--- config.mk ---
export PLATFORM = sky130hd
export DESIGN_NAME = muldiv_unit
export DESIGN_NICKNAME = d
export VERILOG_FILES = /design/src/rtl/muldiv_unit.sv
export SDC_FILE = /design/constraint.sdc
export NUM_CORES = 1
export LEC_CHECK = 0
export CAP_MARGIN = 15
export CORE_MARGIN = 4
export CORE_UTILIZATION = 34
export CTS_CLUSTER_DIAMETER = 150
export DETAILED_ROUTE_END_ITERATION = 7
export GPL_TIMING_DRIVEN = 0
export SETUP_SLACK_MARGIN = 0.05
export SLEW_MARGIN = 0
export SYNTH_ARGS = -nofsm -noshare
export SYNTH_HDL_FRONTEND = slang
export SYNTH_SLANG_ARGS = --single-unit
--- constraint.sdc ---
create_clock -name clk -period 3.6 [get_ports clk]
set_clock_uncertainty 0.05 [all_clocks]
set_input_delay 0.9 -clock clk [delete_from_list [all_inputs] [get_ports clk]]
set_output_delay 0.9 -clock clk [all_outputs]
set_load 0.01 [all_outputs]
--- src/rtl/muldiv_unit.sv ---
`default_nettype none
// +----------------------------------------------------------------------------+
// | muldiv_unit : iterative RV32M multiply/divide beside the execute-stage ALU |
// | Revision    : 1.0                                                          |
// +----------------------------------------------------------------------------+
module muldiv_unit #(
  parameter int XLEN = 32,
  parameter int ITER = XLEN
) (
  input  logic            clk,
  input  logic            reset_n,
  input  logic            start,
  input  logic            flush,
  input  logic [2:0]      op,
  input  logic [XLEN-1:0] srca,
  input  logic [XLEN-1:0] srcb,
  output logic            busy,
  output logic            done,
  output logic [XLEN-1:0] result
);

  localparam int CW = $clog2(ITER);

  localparam logic [2:0] c_op_mul    = 3'b000;
  localparam logic [2:0] c_op_mulh   = 3'b001;
  localparam logic [2:0] c_op_mulhsu = 3'b010;
  localparam logic [2:0] c_op_mulhu  = 3'b011;
  localparam logic [2:0] c_op_div    = 3'b100;
  localparam logic [2:0] c_op_divu   = 3'b101;
  localparam logic [2:0] c_op_rem    = 3'b110;
  localparam logic [2:0] c_op_remu   = 3'b111;

  localparam logic [XLEN-1:0] c_int_min = {1'b1, {(XLEN-1){1'b0}}};

  typedef enum logic [1:0] {
    S_IDLE  = 2'd0,
    S_CALC  = 2'd1,
    S_FIXUP = 2'd2,
    S_DONE  = 2'd3
  } state_t;

  state_t r_state, w_state_nxt;

  logic [2:0]      r_op;
  logic            r_neg_a, r_neg_b, r_bzero, r_ovf;
  logic [XLEN-1:0] r_srca, r_opnd, r_hi, r_lo, r_result;
  logic [CW-1:0]   r_cnt;

  logic            w_accept, w_sgn_a, w_sgn_b, w_neg_a, w_neg_b;
  logic [XLEN-1:0] w_mag_a, w_mag_b, w_quo_fix, w_rem_fix, w_fix;
  logic [XLEN:0]   w_sum, w_shl, w_diff;
  logic [2*XLEN-1:0] w_prod, w_prod_fix;

  assign w_accept = (r_state == S_IDLE) && start && !flush;

  assign w_sgn_a = (op == c_op_mulh) || (op == c_op_mulhsu) || (op == c_op_div) || (op == c_op_rem);
  assign w_sgn_b = (op == c_op_mulh) || (op == c_op_div) || (op == c_op_rem);
  assign w_neg_a = w_sgn_a && srca[XLEN-1];
  assign w_neg_b = w_sgn_b && srcb[XLEN-1];
  assign w_mag_a = w_neg_a ? -srca : srca;
  assign w_mag_b = w_neg_b ? -srcb : srcb;

  always_ff @(posedge clk) begin
    if (!reset_n) r_state <= S_IDLE;
    else          r_state <= w_state_nxt;
  end

  always_comb begin
    w_state_nxt = r_state;
    case (r_state)
      S_IDLE:  if (w_accept) w_state_nxt = S_CALC;
      S_CALC:  if (flush) w_state_nxt = S_IDLE;
               else if (r_cnt == '0) w_state_nxt = S_FIXUP;
      S_FIXUP: w_state_nxt = flush ? S_IDLE : S_DONE;
      S_DONE:  w_state_nxt = S_IDLE;
      default: w_state_nxt = S_IDLE;
    endcase
  end

  // Multiply: add-then-shift right, multiplier bits drain out of r_lo as product bits enter.
  assign w_sum  = {1'b0, r_hi} + (r_lo[0] ? {1'b0, r_opnd} : '0);
  // Divide: remainder in r_hi, dividend shifts out of r_lo while quotient bits shift in.
  assign w_shl  = {r_hi, r_lo[XLEN-1]};
  assign w_diff = w_shl - {1'b0, r_opnd};

  always_ff @(posedge clk) begin
    if (!reset_n) begin
      r_op     <= '0;
      r_neg_a  <= 1'b0;
      r_neg_b  <= 1'b0;
      r_bzero  <= 1'b0;
      r_ovf    <= 1'b0;
      r_srca   <= '0;
      r_opnd   <= '0;
      r_hi     <= '0;
      r_lo     <= '0;
      r_cnt    <= '0;
      r_result <= '0;
    end else begin
      if (w_accept) begin
        r_op    <= op;
        r_neg_a <= w_neg_a;
        r_neg_b <= w_neg_b;
        r_bzero <= (srcb == '0);
        r_ovf   <= (srca == c_int_min) && (&srcb);
        r_srca  <= srca;
        r_hi    <= '0;
        r_cnt   <= CW'(ITER - 1);
        r_opnd  <= op[2] ? w_mag_b : w_mag_a;
        r_lo    <= op[2] ? w_mag_a : w_mag_b;
      end else if (r_state == S_CALC && !flush) begin
        r_cnt <= r_cnt - 1'b1;
        if (!r_op[2]) begin
          r_hi <= w_sum[XLEN:1];
          r_lo <= {w_sum[0], r_lo[XLEN-1:1]};
        end else if (!w_diff[XLEN]) begin
          r_hi <= w_diff[XLEN-1:0];
          r_lo <= {r_lo[XLEN-2:0], 1'b1};
        end else begin
          r_hi <= w_shl[XLEN-1:0];
          r_lo <= {r_lo[XLEN-2:0], 1'b0};
        end
      end
      if (r_state == S_FIXUP && !flush) r_result <= w_fix;
    end
  end

  assign w_prod     = {r_hi, r_lo};
  assign w_prod_fix = (r_neg_a ^ r_neg_b) ? -w_prod : w_prod;
  assign w_quo_fix  = (r_neg_a ^ r_neg_b) ? -r_lo : r_lo;
  assign w_rem_fix  = r_neg_a ? -r_hi : r_hi;

  always_comb begin
    w_fix = '0;
    case (r_op)
      c_op_mul:                          w_fix = w_prod_fix[XLEN-1:0];
      c_op_mulh, c_op_mulhsu, c_op_mulhu: w_fix = w_prod_fix[2*XLEN-1:XLEN];
      c_op_div:  w_fix = r_bzero ? '1 : (r_ovf ? c_int_min : w_quo_fix);
      c_op_divu: w_fix = r_bzero ? '1 : w_quo_fix;
      c_op_rem:  w_fix = r_bzero ? r_srca : (r_ovf ? '0 : w_rem_fix);
      c_op_remu: w_fix = r_bzero ? r_srca : w_rem_fix;
      default:   w_fix = '0;
    endcase
  end

  assign busy   = (r_state != S_IDLE);
  assign done   = (r_state == S_DONE);
  assign result = r_result;

endmodule
`default_nettype wire

gate_families.png
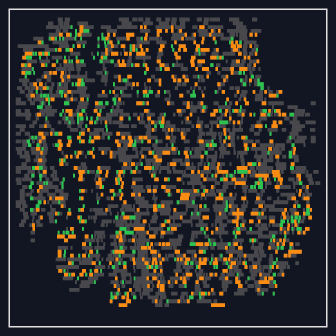
Green marks NAND gates, cells 408, most used nand2_1, where all over the die. Orange marks inverting AOI/OAI gates, cells 649, most used o21ai_0, where all over the die.

cell_classes.png
Bar = 50 µm.
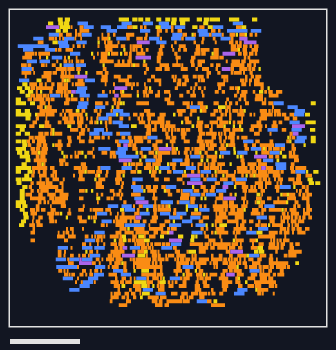
Blue marks flip-flops, cells 174. Orange marks all other logic, cells 1,930. Yellow marks other buffers and delay cells, cells 291. Purple marks clock drivers and dummy loads, cells 32.

met2.png
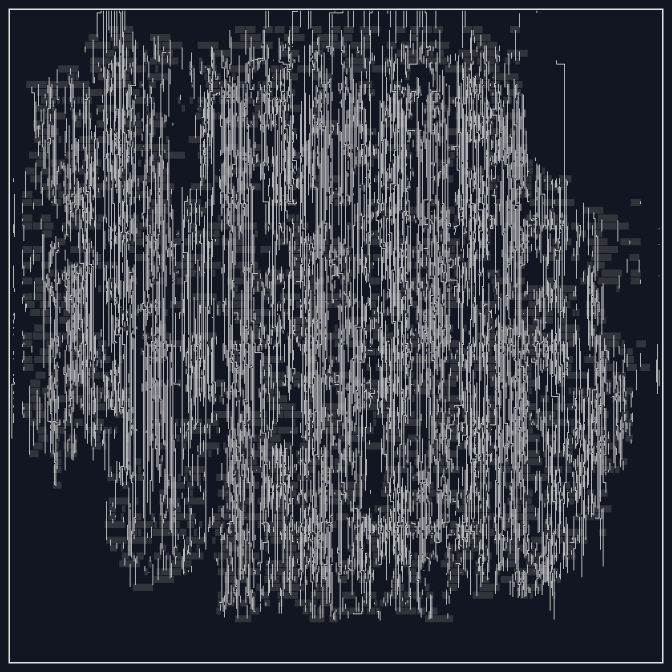
The layer holds 42% of the routed length. The layer carries 33.6 mm of wire. The wires run mostly vertical. The longest straight run is 136 µm. 2,131 nets have wire on it.

==> results.toml <==
# yosys + openroad results
[run_status]
status = "finished, final reports clean"

[critical_path]
worstSetupStartpointType = "flip-flop"
setup.reg_to_reg.worst_slack_ns = 0.01
worst-path-stages = 16
crit_start = "r_lo[31]$_SDFFE_PN0P_"
crit_path_max_fanout = 5
timing.critical_path.cells = "clkinvlp_4, ha_4, fa_2, nand2b_4, a211oi_4, o21ai_4, a2111oi_4, buf_4, a221oi_4, buf_6, xor2_4, buf_8, buf_8, nand3_1, o221ai_2, a22o_1"

[worst_hold_path]
timing.hold.worst.class = "reg2reg"

[synthesis]
numSynthFlops = 174
yosysUniqueCellTypes = 82
yosys_cells = 2267
synth_chip_area_um2 = 16100
fa_ha_area_share_pct = 5.84
xor_share_pct = 10.9
synthTopCellsByArea = "sky130_fd_sc_hd__dfxtp_1, sky130_fd_sc_hd__nand2_1, sky130_fd_sc_hd__ha_1"
mux_area_share_pct = 3.15
yosys_most_used_dff = "sky130_fd_sc_hd__dfxtp_1"

[power_and_ir_drop]
intPower_mw = 3.98
seq_power_share_pct = 31.6
design_power_total_mw = 6.70

[grt]
grt_most_used_layer = "met2"
antenna_found_initial = 0
gr-usage-met3_pct = 6.94

[cts]
cts_inserted_buffers = 17
cts_resized = 61

[drt]
routedWlPerCell_um = 26.4
detail_route.iter0.violations = 2432
drt_wl_total_mm = 80.0
m1WireLength_mm = 34.8

[final_timing]
post-route-min-period_ns = 3.59
fmaxAchievable_ghz = 0.279
timing_max_transition_violations_final = 0
finalSetupViolations = 0
rsz0062_at_grt = "yes"

[final_layout]
final_cell_area_um2 = 19400
area_dominant_class = "logic gates"
layout.comb_gates.multi_input = 1864
final.clkbuf_count = 18
final-comb-area_um2 = 12200
lay_top_count = "sky130_fd_sc_hd__nand2_1"
final-clk-cell-share_pct = 3.22

[placement]
gp_routability_congestion = 1.00
final_placement.png
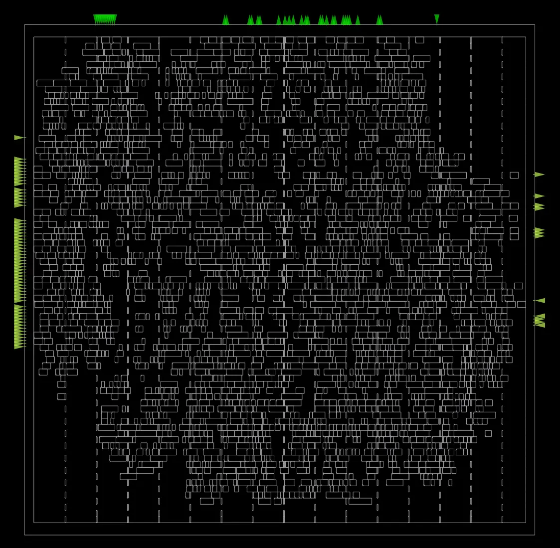
count of flip-flops and latches: 174
Post-Layout Cell Count: 3,036
Util after Layout: 41.4%
Placeable Area: 46,800 µm²
count of inserted tapcells: 607

clock_map.png
Bar = 50 µm.
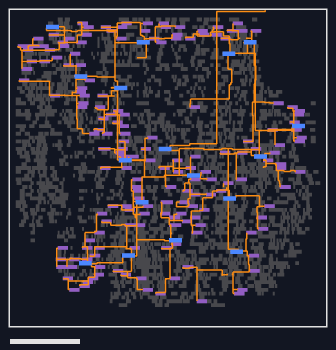
Orange marks clock wires, length 2,900 µm. Blue marks cells driving clock nets, count 17. Purple marks flip-flops, count 174.
There are 18 routed clock nets. Position of the flops: all over the die.

